<file path="config.mk">
export PLATFORM = sky130hd
export DESIGN_NAME = gf_word_tx
export DESIGN_NICKNAME = d
export VERILOG_FILES = /design/src/rtl/gf_word_pkg.sv /design/src/rtl/gf_sync_fifo.sv /design/src/rtl/gf_word_tx.sv
export SDC_FILE = /design/constraint.sdc
export NUM_CORES = 1
export LEC_CHECK = 0
export CAP_MARGIN = 20
export CORE_UTILIZATION = 61
export DETAILED_ROUTE_END_ITERATION = 10
export MAX_ROUTING_LAYER = met4
export PLACE_DENSITY = 0.8
export SETUP_SLACK_MARGIN = 0.5
export SLEW_MARGIN = 20
export SYNTH_ARGS = -nofsm -noshare
export SYNTH_HDL_FRONTEND = slang
export SYNTH_HIERARCHICAL = 1
export SYNTH_SLANG_ARGS = --single-unit
</file>
<file path="constraint.sdc">
create_clock -name J3WRITECLK -period 6.8 [get_ports J3WRITECLK]
set_input_delay 1.36 -clock J3WRITECLK [delete_from_list [all_inputs] [get_ports J3WRITECLK]]
set_output_delay 1.36 -clock J3WRITECLK [all_outputs]
set_load 0.005 [all_outputs]
</file>
<file path="src/rtl/gf_word_pkg.sv">
// Shared definitions for the gigafitter word transmitter: bus width, EE tag, FSM states.
// Latency: none (types, constants and a pure function only).
// Backpressure: not applicable.
package gf_word_pkg;

    localparam int         WORD_W = 23;
    localparam logic [1:0] EE_TAG = 2'b11;
    localparam int         EE_MSB = 22;
    localparam int         EE_LSB = 21;

    typedef enum logic [2:0] {
        ST_IDLE    = 3'd0,
        ST_SETUP   = 3'd1,
        ST_STROBE  = 3'd2,
        ST_RECOVER = 3'd3,
        ST_GAP     = 3'd4
    } tx_state_t;

    // End-of-event words carry the EE tag in their two top bits.
    function automatic logic is_ee(input logic [WORD_W-1:0] word);
        return word[EE_MSB:EE_LSB] == EE_TAG;
    endfunction

endpackage

</file>
<file path="src/rtl/gf_sync_fifo.sv">
// Single-clock word FIFO with registered pointers and combinational head read.
// Latency: a push is visible as not-empty (and at dout) the cycle after it.
// Backpressure: push while full is dropped unless a pop happens in the same cycle.
//
// Ports: clk/rst_n clock and async active-low reset (flushes the FIFO);
//        push/din write side, pop/dout read side, empty/full status.
module gf_sync_fifo #(
    parameter int WORD_W  = 23,
    parameter int FIFO_AW = 4
) (
    input  logic              clk,
    input  logic              rst_n,
    input  logic              push,
    input  logic              pop,
    input  logic [WORD_W-1:0] din,
    output logic [WORD_W-1:0] dout,
    output logic              empty,
    output logic              full
);

    localparam logic [FIFO_AW:0] PTR_ONE = {{FIFO_AW{1'b0}}, 1'b1};

    logic [WORD_W-1:0] mem [2**FIFO_AW];
    // One extra pointer bit distinguishes full from empty when the indices match.
    logic [FIFO_AW:0]  wr_ptr;
    logic [FIFO_AW:0]  rd_ptr;
    logic              do_push;
    logic              do_pop;

    assign empty   = (wr_ptr == rd_ptr);
    assign full    = (wr_ptr[FIFO_AW] != rd_ptr[FIFO_AW]) &&
                     (wr_ptr[FIFO_AW-1:0] == rd_ptr[FIFO_AW-1:0]);
    assign do_pop  = pop && !empty;
    // A pop frees the slot this same cycle, so a push into a full FIFO is kept.
    assign do_push = push && (!full || do_pop);
    assign dout    = mem[rd_ptr[FIFO_AW-1:0]];

    always_ff @(posedge clk or negedge rst_n) begin
        if (!rst_n) begin
            wr_ptr <= '0;
            rd_ptr <= '0;
        end else begin
            if (do_push) wr_ptr <= wr_ptr + PTR_ONE;
            if (do_pop)  rd_ptr <= rd_ptr + PTR_ONE;
        end
    end

    // Storage needs no reset: the pointers define which entries are valid.
    always_ff @(posedge clk) begin
        if (do_push) mem[wr_ptr[FIFO_AW-1:0]] <= din;
    end

endmodule

</file>
<file path="src/rtl/gf_word_tx.sv">
// Gigafitter word-bus transmitter: queues words and drives DATA_OUT with a timed active-low DS_N strobe.
// Latency: push at cycle 0 -> DATA_OUT valid cycle 2 -> DS_N low cycle 3; back-to-back words every 3 cycles.
// Backpressure: HOLD stalls the start of a new word only; a started word always completes; EE words add an idle gap.
//
// Ports: J3WRITECLK/RST_N clock and async active-low reset; wr_en/wr_data push side with
//        fifo_full and sticky overflow; HOLD receiver backpressure; DATA_OUT/DS_N bus;
//        busy, word_cnt, ev_cnt status.
module gf_word_tx
    import gf_word_pkg::*;
#(
    parameter int FIFO_AW   = 4,
    parameter int SETUP_CYC = 1,
    parameter int LOW_CYC   = 1,
    parameter int HIGH_CYC  = 1,
    parameter int EE_GAP    = 14
) (
    input  logic              J3WRITECLK,
    input  logic              RST_N,
    input  logic              wr_en,
    input  logic [WORD_W-1:0] wr_data,
    output logic              fifo_full,
    output logic              overflow,
    input  logic              HOLD,
    output logic [WORD_W-1:0] DATA_OUT,
    output logic              DS_N,
    output logic              busy,
    output logic [15:0]       word_cnt,
    output logic [15:0]       ev_cnt
);

    localparam bit          GAP_EN    = (EE_GAP > 0);
    localparam logic [15:0] SETUP_LD  = 16'(SETUP_CYC - 1);
    localparam logic [15:0] LOW_LD    = 16'(LOW_CYC - 1);
    localparam logic [15:0] HIGH_LD   = 16'(HIGH_CYC - 1);
    localparam logic [15:0] GAP_LD    = GAP_EN ? 16'(EE_GAP - 1) : 16'd0;

    tx_state_t         state;
    logic [15:0]       phase;      // cycles left in the current timed state, minus one
    logic              cur_ee;
    logic              fifo_empty;
    logic [WORD_W-1:0] fifo_dout;
    logic              can_start;
    logic              phase_done;
    logic              pop;

    gf_sync_fifo #(
        .WORD_W  (WORD_W),
        .FIFO_AW (FIFO_AW)
    ) u_fifo (
        .clk   (J3WRITECLK),
        .rst_n (RST_N),
        .push  (wr_en),
        .pop   (pop),
        .din   (wr_data),
        .dout  (fifo_dout),
        .empty (fifo_empty),
        .full  (fifo_full)
    );

    assign can_start  = !fifo_empty && !HOLD;
    assign phase_done = (phase == 16'd0);
    assign busy       = (state != ST_IDLE) || !fifo_empty;

    // The IDLE decision is folded into the last RECOVER/GAP cycle, so a queued word
    // starts without a dead IDLE cycle and back-to-back words take SETUP+LOW+HIGH cycles.
    always_comb begin
        pop = 1'b0;
        case (state)
            ST_IDLE:    pop = can_start;
            ST_RECOVER: pop = phase_done && !(cur_ee && GAP_EN) && can_start;
            ST_GAP:     pop = phase_done && can_start;
            default:    pop = 1'b0;
        endcase
    end

    always_ff @(posedge J3WRITECLK or negedge RST_N) begin
        if (!RST_N) begin
            state    <= ST_IDLE;
            phase    <= 16'd0;
            cur_ee   <= 1'b0;
            DATA_OUT <= '0;
            DS_N     <= 1'b1;
            word_cnt <= 16'd0;
            ev_cnt   <= 16'd0;
        end else begin
            case (state)
                ST_SETUP: begin
                    if (phase_done) begin
                        state    <= ST_STROBE;
                        phase    <= LOW_LD;
                        DS_N     <= 1'b0;
                        word_cnt <= word_cnt + 16'd1;
                        if (cur_ee) ev_cnt <= ev_cnt + 16'd1;
                    end else begin
                        phase <= phase - 16'd1;
                    end
                end
                ST_STROBE: begin
                    if (phase_done) begin
                        state <= ST_RECOVER;
                        phase <= HIGH_LD;
                        DS_N  <= 1'b1;
                    end else begin
                        phase <= phase - 16'd1;
                    end
                end
                ST_RECOVER: begin
                    if (phase_done) begin
                        if (cur_ee && GAP_EN) begin
                            state <= ST_GAP;
                            phase <= GAP_LD;
                        end else begin
                            state <= ST_IDLE;
                        end
                    end else begin
                        phase <= phase - 16'd1;
                    end
                end
                ST_GAP: begin
                    if (phase_done) state <= ST_IDLE;
                    else            phase <= phase - 16'd1;
                end
                default: state <= ST_IDLE;
            endcase

            // Starting a word overrides the transitions above; pop only fires
            // in IDLE or at the final cycle of RECOVER/GAP.
            if (pop) begin
                DATA_OUT <= fifo_dout;
                cur_ee   <= is_ee(fifo_dout);
                state    <= ST_SETUP;
                phase    <= SETUP_LD;
            end
        end
    end

    // Sticky until reset; a push into a full FIFO with a concurrent pop is not lost.
    always_ff @(posedge J3WRITECLK or negedge RST_N) begin
        if (!RST_N)                        overflow <= 1'b0;
        else if (wr_en && fifo_full && !pop) overflow <= 1'b1;
    end

endmodule

</file>
==> flow_metrics.env, run 1 <==
# physical design summary
export IMPL_ys_flops=455
export IMPL_required_ns=6.96
export IMPL_status="complete, no violations"
export IMPL_taps=384
export IMPL_sh_comb_area=0.221
export IMPL_yosysWarnings=6
export IMPL_aoi_share=0.0408
export IMPL_ir_drop_v=0.000237
export IMPL_worstPathCellList="xnor2_1, nand4_2, or2_1, inv_1, nor2_1, o21ai_4, buf_4, inv_1, o31a_1, and3_1"
export IMPL_cts_tree="built"
export IMPL_drt_pass1_iter_count=5
export IMPL_adder_share=0.00552
export IMPL_crit_arrival_ns=4.81
export IMPL_routed_wl_um=38100
export IMPL_inverters=13
export IMPL_rows=62
export IMPL_antenna_cells=2
export IMPL_yosysTopAreaCellShare=0.609
export IMPL_rsz0062_at_grt="false"
export IMPL_critical_path_max_stage_delay_ns=1.01
export IMPL_yosys_area_mm2=0.0181
export IMPL_cp_top_family="simple AND/OR/NAND/NOR gates"
export IMPL_slew_headroom=0.221
export IMPL_cts_sinks=455
export IMPL_syn_area_per_cell_um2=18.7
export IMPL_chipArea_mm2=0.0304
export IMPL_cts_resized=0
export IMPL_logic_area_mm2=0.00463
export IMPL_path_buffers=3
export IMPL_worst_path_max_delay_cell="and3_1"
export IMPL_synth_simple_area_share=0.0516
export IMPL_crit_path_start_kind="flip-flop"
export IMPL_grt_first_pass_wirelength_um=57900
export IMPL_dp_hpwl_um=23000
export IMPL_warnings=29
export IMPL_ctsRootBufferMaster="clkbuf_16"
export IMPL_via_count=9608
export IMPL_clkCellAreaFrac=0.0740
export IMPL_antenna_found_initial=2
export IMPL_top_cells_by_count="edfxtp_1 (368), mux4_2 (92), dfrtp_1 (86), nand2_1 (54), a22oi_1 (47)"
export IMPL_fmax_mhz=215
export IMPL_synthesis_nets=1008
export IMPL_nNetsFinal=1106
export IMPL_leakage_nw=7.07
export IMPL_dpl_worst_slack_ns=2.05
export IMPL_fp_util=0.625
export IMPL_final_setup_worst_slack_ns=2.15
export IMPL_edf_count=368
export IMPL_ant_nets=0
export IMPL_fin_area_mm2=0.0209
export IMPL_synthCells=973
export IMPL_dpl_cell_area_mm2=0.0193
export IMPL_hold_path_class="flip-flop to flip-flop"
export IMPL_most_common_cell="edfxtp_1"
export IMPL_port_buffers=85
export IMPL_syn_area_mm2=0.0181
export IMPL_ys_types=58
export IMPL_cts_hold_buf=0
export IMPL_wl_per_cell_um=25.5
export IMPL_mux_area_frac=0.131
export IMPL_dp_cells=1406
export IMPL_die_h_um=174
export IMPL_die_w_um=174
export IMPL_report_final_slew_viol_count=0
export IMPL_synth_stat_cells=973
export IMPL_worstPathMaxFanout=45
export IMPL_end_kind="flip-flop"
export IMPL_power_density_mw_per_mm2=303
export IMPL_topCellsByArea="edfxtp_1 (61%), dfrtp_1 (12%), mux4_2 (11%), a22oi_1 (1.9%), xnor2_1 (1.7%)"
export IMPL_setup_viol=0
export IMPL_critPathKind="flip-flop to flip-flop"
export IMPL_syn_to_final_growth_pct=15.2
export IMPL_min_period_ns=4.65
export IMPL_p_total_w=0.00633
export IMPL_ys_seq_frac=0.729
export IMPL_nClkBuffers=64
export IMPL_max_cap_violations=0
export IMPL_signal_buffers=97
export IMPL_buffer_area_frac=0.0458
export IMPL_hold_ws_ns=0.474
export IMPL_cpMostUsedCell="inv_1"
export IMPL_tightest_slew_ns=1.16
export IMPL_async_flop_share=0.191
export IMPL_place_gp_congestion=0.864
export IMPL_via_per_inst=6.43
export IMPL_drive_gt1_frac=0.212
export IMPL_cts_htree_levels=2
export IMPL_io_pins=86
export IMPL_clk_latency_ns=0.56
export IMPL_grt_pass1_vias=9651
export IMPL_ys_flop_type="edfxtp_1"
export IMPL_post_cts_buffers=0
export IMPL_ys_top_logic_family="multiplexers"
export IMPL_path_clk_slew_ns=0.06
export IMPL_synthXorXnorAreaFrac=0.0232
export IMPL_largestClassByArea="flip-flops and latches"
export IMPL_first_iter_violations=1024
export IMPL_grt_start_max_net_pins=71
export IMPL_grt_use_total=0.264
export IMPL_stdcell_count=1494
export IMPL_clock_path_buffers=3
export IMPL_hold_viol=0
export IMPL_grt_overflow=0
export IMPL_comb_multi_input_count=458
export IMPL_numCtsBuffers=46
export IMPL_tns_ns=0
export IMPL_yosys_area_top_type="edfxtp_1"
export IMPL_finalCritPeriodShare=0.683
export IMPL_drc=0
run 1: worst paths after layout:
| path | startpoint | depth (start not counted) | slack, ns | end |
|---|---|---|---|---|
| worst min-delay path | ev_cnt[15] | 1 | 0.47 | ev_cnt[15] |
| worst max-delay path | u_fifo/rd_ptr[0] | 10 | 2.15 | u_fifo/mem[2][3] |
| worst min register to register | ev_cnt[15] | 1 | 0.47 | ev_cnt[15] |
| min in group asynchronous | RST_N | 1 | 0.77 | phase[7] |
| max in group asynchronous | RST_N | 2 | 4.97 | DATA_OUT[4] |
| worst max register to register | u_fifo/rd_ptr[0] | 10 | 2.15 | u_fifo/mem[2][3] |
run 1: sequential cells by signal, indices dropped and copies added, names as in the netlist:
name           cells
DATA_OUT          23
ev_cnt            16
DS_N               1
state              3
u_fifo/rd_ptr      5
word_cnt          16
phase             16
cur_ee             1
overflow           1
u_fifo/mem       368
u_fifo/wr_ptr      5
run 1: layer usage:
layer  up-vias  global-route usage  wire length [µm]  part of all wire
li1       4114                   -                 -                 -
met1      4982               0.369             15600              0.41
met2       441               0.403             18600              0.49
met3        71              0.0466              2980             0.078
met4         0              0.0808               979             0.026
met5         -                   -                 0                 0
run 1: cell usage in the layout (no fill, tap or decap), types with 9 or more instances in the layout:
cell and n:
edfxtp_1 368, mux4_2 92, dfrtp_1 84, clkdlybuf4s50_1 84, nand2_1 54, a22oi_1 47
clkbuf_16 47, xnor2_1 35, nor2_1 29, o21ai_0 25, mux2_2 20, nand3_1 18
nand4_1 15, xor2_1 13, inv_1 13, clkbuf_1 12, buf_4 12, and3_1 10
nor3_1 9, and3_2 9
run 1: power breakdown:
group,leakage (nW),switching [W],internal (W)
sequential,4.45,0.0000786,0.00326
clock,0.749,0.00104,0.00152
combinational,1.87,0.000288,0.000138
run_1/clock_wires.png
Drawn at 1.5 px/µm.
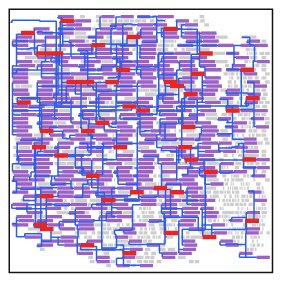
Purple marks flip-flops, count 455. Red marks clock-net drivers, count 46. Blue marks clock wires, length 4980 µm.
There are 47 routed clock nets.
clk pwr: 0.00257 W
Fin Clk Skew: 0.0216 ns

run_1/ff_map.png
Drawn at 1.5 px/µm. Other sequential cells in the stronger gray, the rest of the logic in the fainter gray.
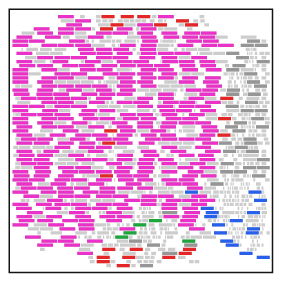
Magenta marks u_fifo/mem, sequential cells 368, where widely spread. Red marks DATA_OUT, sequential cells 23. Green marks u_fifo/wr_ptr, sequential cells 5, where bottom middle. Blue marks phase, sequential cells 16, where bottom right.
Another 43 sequential cells are not colored.
seq pwr: 0.00334 W
storage element area: 0.0132 mm²
flop share of the area: 0.633
post-layout util: 0.721

run_1/placed.png
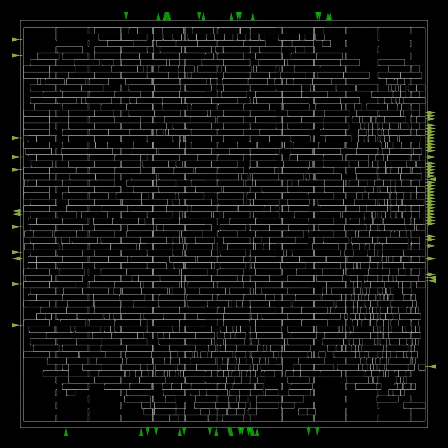
core area: 0.0290 mm²
seq_cells: 455
Fill cells: 1699

run_1/class_map.png
Drawn at 1.5 px/µm.
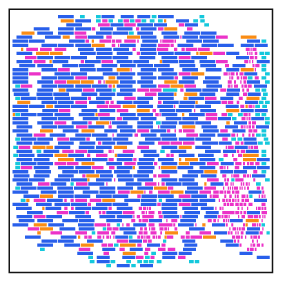

==> inputs of run 2 (changes only) <==
--- a/config.mk
+++ b/config.mk
@@ -6,10 +6,10 @@
 export NUM_CORES = 1
 export LEC_CHECK = 0
 export CAP_MARGIN = 20
-export CORE_UTILIZATION = 61
+export CORE_UTILIZATION = 54
 export DETAILED_ROUTE_END_ITERATION = 10
 export MAX_ROUTING_LAYER = met4
-export PLACE_DENSITY = 0.8
+export PLACE_DENSITY = 0.75
 export SETUP_SLACK_MARGIN = 0.5
 export SLEW_MARGIN = 20
 export SYNTH_ARGS = -nofsm -noshare
==> constraint.sdc (replaced) <==
create_clock -name J3WRITECLK -period 4.2 [get_ports J3WRITECLK]
set_input_delay 0.84 -clock J3WRITECLK [delete_from_list [all_inputs] [get_ports J3WRITECLK]]
set_output_delay 0.84 -clock J3WRITECLK [all_outputs]
set_load 0.005 [all_outputs]
run_2/class_map.png
Drawn at 1.5 px/µm.
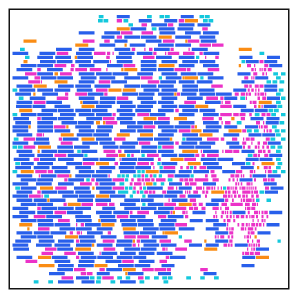
Magenta marks remaining logic cells, cells 471, share of their area 23%. Orange marks clock drivers and dummy loads, cells 86, share of their area 7.1%. Cyan marks remaining buffers and delay cells, cells 125, share of their area 5.6%. Blue marks registers, cells 455, share of their area 64%.
post-layout util: 0.644
flop share of the area: 0.627
# rows: 66

run_2/clock_wires.png
Drawn at 1.5 px/µm.
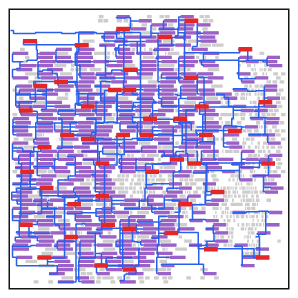
Red marks clock-net drivers, count 46. Blue marks clock wires, length 4920 µm. Purple marks flip-flops, count 455.
There are 47 routed clock nets. Position of the flops: widely spread.
Late-Pin Clk Latency: 0.56 ns
Fin Clk Skew: 0.0234 ns
Clk pwr share: 0.390
clk pwr: 0.00395 W

==> run 2 against run 1 <==
  * Sequential power rose by 62%
  * Clock power rose by 54%
  * Largest power group unchanged
  * Routed wire length rose by 2.2%
  * Count of clock-buffer cells in the layout fell by 3
  * Highest routed layer unchanged
  * Area after synthesis did not move
  * Combinational power rose by 79%
  * Largest cell class unchanged
  * Worst hold slack got worse by 0.049 ns
  * Setup slack got worse by 1.4 ns
  * Power rose by 60%
==> flow_metrics.env, run 2 <==
# physical design summary
export IMPL_most_common_cell="edfxtp_1"
export IMPL_first_iter_violations=890
export IMPL_synthXorXnorAreaFrac=0.0232
export IMPL_syn_area_mm2=0.0181
export IMPL_worstPathMaxFanout=10
export IMPL_seq_power_share=0.534
export IMPL_crit_path_start_kind="flip-flop"
export IMPL_report_final_slew_viol_count=0
export IMPL_tns_ns=0
export IMPL_reg2reg_slack_ns=0.77
export IMPL_synth_stat_cells=973
export IMPL_ys_seq_frac=0.729
export IMPL_warnings=29
export IMPL_port_buffers=85
export IMPL_yosysWarnings=6
export IMPL_most_common_layout_cells="edfxtp_1 (368), mux4_2 (92), dfrtp_1 (84), clkdlybuf4s50_1 (84), nand2_1 (54)"
export IMPL_r2r_end="u_fifo/mem[13][12]"
export IMPL_edf_count=368
export IMPL_cts_hold_buf=0
export IMPL_via_per_inst=6.14
export IMPL_grt_pass1_vias=9769
export IMPL_grt_overflow=0
export IMPL_largest_reg_flops=368
export IMPL_p_sw_frac=0.229
export IMPL_leakage_nw=7.19
export IMPL_yosysTopAreaCellShare=0.609
export IMPL_cts_htree_levels=2
export IMPL_crit_arrival_ns=2.62
export IMPL_adder_share=0.00552
export IMPL_cts_sinks=455
export IMPL_cts_tree="built"
export IMPL_hold_ws_ns=0.425
export IMPL_hold_viol=0
export IMPL_fin_area_mm2=0.0211
export IMPL_clock_path_buffers=3
export IMPL_end_kind="output pin"
export IMPL_path_buffers=2
export IMPL_place_gp_congestion=0.859
export IMPL_syn_to_final_growth_pct=16.4
export IMPL_synth_simple_area_share=0.0516
export IMPL_ant_nets=0
export IMPL_dpl_cell_area_mm2=0.0196
export IMPL_syn_area_per_cell_um2=18.7
export IMPL_drc=0
export IMPL_critical_path_max_stage_delay_ns=0.66
export IMPL_ctsRootBufferMaster="clkbuf_16"
export IMPL_dp_hpwl_um=22800
export IMPL_wl_per_cell_um=24.7
export IMPL_cp_top_family="flip-flops"
export IMPL_mux_area_frac=0.131
export IMPL_power_density_mw_per_mm2=479
export IMPL_finalCritPeriodShare=0.824
export IMPL_ys_top_logic_family="multiplexers"
export IMPL_antenna_found_initial=1
export IMPL_ys_flops=455
export IMPL_io_pins=86
export IMPL_p_switching_w=0.00232
export IMPL_grt_use_total=0.244
export IMPL_yosys_area_mm2=0.0181
export IMPL_core_mm2=0.0328
export IMPL_via_count=9701
export IMPL_path_clk_slew_ns=0.06
export IMPL_post_cts_buffers=0
export IMPL_ys_flop_type="edfxtp_1"
export IMPL_ys_types=58
export IMPL_die_h_um=185
export IMPL_yosys_area_top_type="edfxtp_1"
export IMPL_fp_util=0.554
export IMPL_r2r_start="phase[0]"
export IMPL_dpl_worst_slack_ns=0.477
export IMPL_aoi_share=0.0408
export IMPL_worst_path_max_delay_cell="dfrtp_1"
export IMPL_intPower_w=0.00780
export IMPL_max_cap_violations=0
export IMPL_status="complete, no violations"
export IMPL_setup_viol=0
export IMPL_rsz0062_at_grt="false"
export IMPL_required_ns=3.36
export IMPL_hold_path_class="input port to asynchronous set/reset pin"
export IMPL_drt_pass1_iter_count=7
export IMPL_tightest_slew_ns=1.07
export IMPL_synthCells=973
export IMPL_drive_gt1_frac=0.218
export IMPL_routed_wl_um=38900
export IMPL_slew_headroom=0.282
export IMPL_top_cells_by_count="edfxtp_1 (368), mux4_2 (92), dfrtp_1 (86), nand2_1 (54), a22oi_1 (47)"
export IMPL_combPwrFrac=0.075
export IMPL_p_total_w=0.0101
export IMPL_cts_resized=2
export IMPL_critPathKind="flip-flop to output pin"
export IMPL_final_setup_worst_slack_ns=0.737
export IMPL_worst_r2r_cell_count=11
export IMPL_worstPathCellList="xnor2_1, nand4_2, or2_1, inv_1, nand3_1, clkdlybuf4s50_1"
export IMPL_numCtsBuffers=46
export IMPL_nNetsFinal=1134
export IMPL_synthesis_nets=1008
export IMPL_ir_drop_v=0.000390
export IMPL_topCellsByArea="edfxtp_1 (61%), dfrtp_1 (12%), mux4_2 (11%), a22oi_1 (1.9%), xnor2_1 (1.7%)"
export IMPL_min_period_ns=3.46
export IMPL_lay_top_count="edfxtp_1"
export IMPL_async_flop_share=0.191
export IMPL_grt_start_max_net_pins=64
export IMPL_fmax_mhz=289
export IMPL_die_w_um=185
export IMPL_grt_first_pass_wirelength_um=59600
export IMPL_chipArea_mm2=0.0343
run_2/ff_map.png
Drawn at 1.5 px/µm. Other sequential cells in the stronger gray, the rest of the logic in the fainter gray.
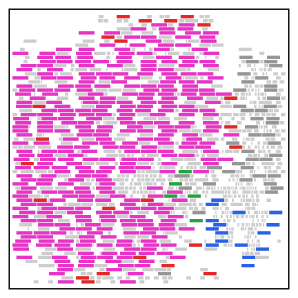
Green marks u_fifo/wr_ptr, sequential cells 5. Blue marks phase, sequential cells 16, where bottom right. Red marks DATA_OUT, sequential cells 23, where widely spread. Magenta marks u_fifo/mem, sequential cells 368.
Another 43 sequential cells are not colored.
seq pwr: 0.00541 W

## run 2: cell counts after synthesis
Identical to the previous run, type by type.
## run 2: area by class of cell
class	instances	area [µm²]
clock buffer	61	1230
clock inverter	25	240
timing repair buffer	125	1160
inverter	13	48.8
fill	2217	11700
antenna	1	2.50
sequential	455	13200
tap	442	553
multi-input combinational	458	4650
## run 2: metrics by stage
| step | cells | utilization |
|---|---|---|
| CTS | 1579 | 0.644 |
| detailed placement | 1493 | 0.599 |
| floorplan | 973 | - |
| finish | 1580 | 0.644 |
| global route | 1580 | 0.644 |
| global placement | 1493 | 0.599 |
## run 2: power by group through the flow
stage	combinational, W	clock [W]	sequential, W
after floorplan	0.000417	0	0.00542
after global placement	0.000734	0	0.00547
after detailed placement	0.000750	0	0.00549
after CTS	0.000764	0.00402	0.00541
after global routing	0.000805	0.00419	0.00543
final	0.000763	0.00395	0.00541
## run 2: worst max path at each step
| stage | start | end | slack (ns) | cells after the start |
|---|---|---|---|---|
| 5_1_grt | phase[0] | u_fifo/mem[0][11] | 0.60 | 11 |
| 3_5_place_dp | phase[0] | u_fifo/mem[13][9] | 0.48 | 11 |
| 3_3_place_gp | phase[0] | u_fifo/mem[13][9] | 0.66 | 11 |
| 2_1_floorplan | phase[0] | u_fifo/mem[7][0] | 0.71 | 11 |
| 6_report | u_fifo/wr_ptr[2] | busy | 0.74 | 6 |
| 4_1_cts | phase[0] | u_fifo/mem[13][12] | 0.62 | 11 |
## run 2: per-layer routing
metal / vias to the layer above / wire length, µm / global-route usage
li1: 4162 / - / -
met1: 4988 / 15500 / 0.326
met2: 465 / 19400 / 0.388
met3: 86 / 3200 / 0.0444
met4: 0 / 858 / 0.0714
met5: - / 0 / -
run_2/placed.png
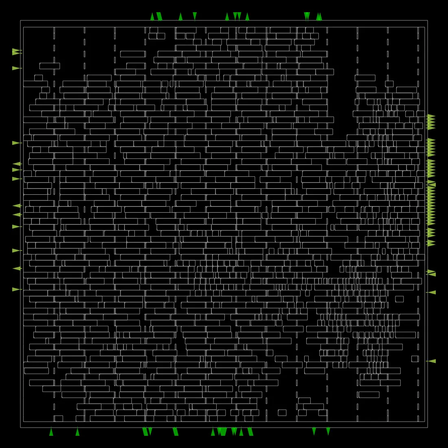

==> inputs of run 3 (changes only) <==
--- a/config.mk
+++ b/config.mk
@@ -6,10 +6,10 @@
 export NUM_CORES = 1
 export LEC_CHECK = 0
 export CAP_MARGIN = 20
-export CORE_UTILIZATION = 54
+export CORE_UTILIZATION = 60
 export DETAILED_ROUTE_END_ITERATION = 10
 export MAX_ROUTING_LAYER = met4
-export PLACE_DENSITY = 0.75
+export PLACE_DENSITY = 0.79
 export SETUP_SLACK_MARGIN = 0.5
 export SLEW_MARGIN = 20
 export SYNTH_ARGS = -nofsm -noshare
==> constraint.sdc (replaced) <==
create_clock -name J3WRITECLK -period 3.4 [get_ports J3WRITECLK]
set_input_delay 0.68 -clock J3WRITECLK [delete_from_list [all_inputs] [get_ports J3WRITECLK]]
set_output_delay 0.68 -clock J3WRITECLK [all_outputs]
set_load 0.005 [all_outputs]
run_3/placed.png
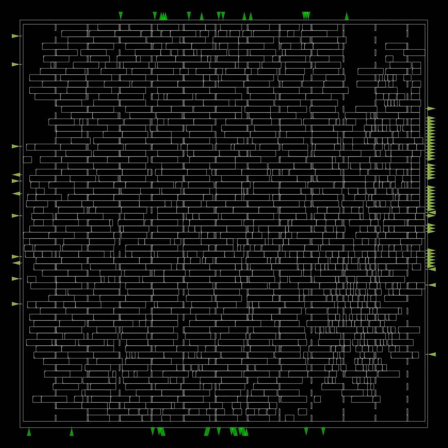
core area: 0.0297 mm²
Fill cells: 1733

run_3/clock_wires.png
Drawn at 1.5 px/µm.
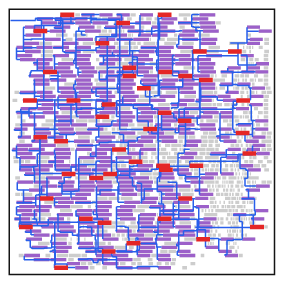
Blue marks clock wires, length 4770 µm. Purple marks flip-flops, count 455. Red marks clock-net drivers, count 45.
There are 46 routed clock nets. Position of the flops: widely spread.
Clk pwr share: 0.389
Late-Pin Clk Latency: 0.55 ns

==> run 3 against run 2 <==
  * Sequential power increased by 23%
  * Critical path type is now flip-flop to flip-flop
  * Synthesized cell count did not move
  * Core utilization is 8.3 points higher
  * Register-to-register slack got worse by 0.29 ns
==> flow_metrics.env, run 3 <==
# physical design summary
export IMPL_status="complete, no violations"
export IMPL_worstPathMaxFanout=13
export IMPL_wl_met1_um=16300
export IMPL_tightest_slew_ns=0.908
export IMPL_grt_overflow=0
export IMPL_seq_power_share=0.520
export IMPL_edf_count=368
export IMPL_crit_arrival_ns=3.17
export IMPL_report_final_slew_viol_count=0
export IMPL_crit_path_start_kind="flip-flop"
export IMPL_yosysTopAreaCellShare=0.609
export IMPL_cts_tree="built"
export IMPL_warnings=32
export IMPL_die_w_um=176
export IMPL_powerClk_w=0.00498
export IMPL_critical_path_max_stage_delay_ns=0.42
export IMPL_ctsRootBufferMaster="clkbuf_16"
export IMPL_p_total_w=0.0128
export IMPL_drc=0
export IMPL_topCellsByArea="edfxtp_1 (61%), dfrtp_1 (12%), mux4_2 (11%), a22oi_1 (1.9%), xnor2_1 (1.7%)"
export IMPL_rsz0062_at_grt="true"
export IMPL_ant_nets=0
export IMPL_met3_usage=0.0483
export IMPL_syn_area_mm2=0.0181
export IMPL_most_common_cell="edfxtp_1"
export IMPL_grt_start_max_net_pins=53
export IMPL_most_common_layout_cells="edfxtp_1 (368), mux4_2 (92), clkdlybuf4s50_1 (82)"
export IMPL_grt_pass1_vias=9808
export IMPL_setup_viol=0
export IMPL_stdcell_count=1547
export IMPL_yosys_area_top_type="edfxtp_1"
export IMPL_yosys_area_mm2=0.0181
export IMPL_lay_top_count="edfxtp_1"
export IMPL_p_switching_w=0.00288
export IMPL_skew_ns=0.0280
export IMPL_ys_flop_type="edfxtp_1"
export IMPL_place_gp_congestion=0.904
export IMPL_min_period_ns=2.92
export IMPL_synthCells=973
export IMPL_nNetsFinal=1154
export IMPL_use_met1=0.380
export IMPL_chipArea_mm2=0.0309
export IMPL_ir_drop_v=0.000453
export IMPL_cts_sinks=455
export IMPL_worst_path_max_delay_cell="dfrtp_1"
export IMPL_via_count=9958
export IMPL_ys_seq_frac=0.729
export IMPL_ys_types=58
export IMPL_port_buffers=85
export IMPL_routed_wl_um=40800
export IMPL_synth_stat_cells=973
export IMPL_syn_area_per_cell_um2=18.7
export IMPL_io_pins=86
export IMPL_wl_met3_um=3410
export IMPL_tns_ns=0
export IMPL_power_density_mw_per_mm2=593
export IMPL_drive_gt1_frac=0.262
export IMPL_via_per_inst=6.44
export IMPL_reg2reg_slack_ns=0.48
export IMPL_ys_flops=455
export IMPL_antenna_found_initial=1
export IMPL_grtUsageMet2=0.415
export IMPL_critPathKind="flip-flop to flip-flop"
export IMPL_cts_htree_levels=2
export IMPL_leakage_nw=7.38
export IMPL_grt_use_total=0.271
export IMPL_first_iter_violations=1202
export IMPL_hold_viol=0
export IMPL_path_clk_slew_ns=0.06
export IMPL_dp_hpwl_um=23200
run_3/ff_map.png
Drawn at 1.5 px/µm. Other sequential cells in the stronger gray, the rest of the logic in the fainter gray.
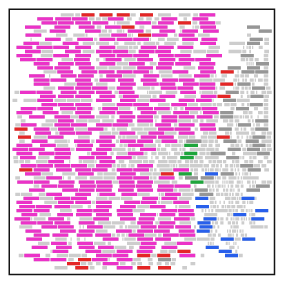
Blue marks phase, sequential cells 16, where bottom right. Green marks u_fifo/wr_ptr, sequential cells 5. Red marks DATA_OUT, sequential cells 23, where widely spread. Magenta marks u_fifo/mem, sequential cells 368.
seq pwr: 0.00666 W
flop share of the area: 0.613

-- run 3: cell counts after synthesis --
Identical to the previous run, type by type.
-- run 3: kinds of logic (layout without fill, tap and decap cells) --
| group | after synthesis | count (layout) | synth area share |
|---|---|---|---|
| AND-OR/OR-AND | 105 | 105 | 0.0408 |
| other | 0 | 1 | 0 |
| adder cells (fa/ha/maj) | 8 | 8 | 0.00552 |
| multiplexers | 118 | 118 | 0.131 |
| flip-flops | 455 | 455 | 0.729 |
| AND/OR/NAND/NOR | 179 | 181 | 0.0516 |
| buffers and inverters | 60 | 241 | 0.0185 |
| XOR/XNOR | 48 | 48 | 0.0232 |
-- run 3: final timing paths --
check,cells after the start,startpoint,endpoint
min in group J3WRITECLK,1,overflow,overflow
max in group asynchronous,2,RST_N,word_cnt[13]
worst min-delay path,1,RST_N,phase[15]
worst max-delay path,13,phase[0],u_fifo/mem[2][5]
worst max register to register,13,phase[0],u_fifo/mem[2][5]
worst min register to register,1,overflow,overflow
-- run 3: timing repair --
item,4_1_cts,5_1_grt
pin swaps,3,3
buffers inserted,5,14
endpoints found under the setup margin,291,335
cloned,0,7
resized,14,35
hold endpoints to repair,0,0
hold buffers,0,0
-- run 3: per-stage QoR --
step           instance area, µm²  hold WS, ns  worst slack, ns   util
2_1_floorplan               18200        0.384            0.487      -
3_3_place_gp                19600        0.451            0.414  0.660
6_report                    21600        0.204            0.482  0.727
4_1_cts                     21200        0.224            0.411  0.714
5_1_grt                     21600        0.265            0.376  0.727
3_5_place_dp                19600        0.457            0.348  0.660
-- run 3: final cells by class --
cell class	instances	area, µm²	area share
multi-input combinational	460	4760	0.220
clock buffer	69	1340	0.0619
tap	390	488	0.0226
sequential	455	13200	0.613
inverter	13	52.6	0.00243
timing repair buffer	144	1540	0.0713
antenna	1	2.50	0.000116
clock inverter	15	178	0.00823
No activity file was given, so power comes from the tool's default toggle rates.
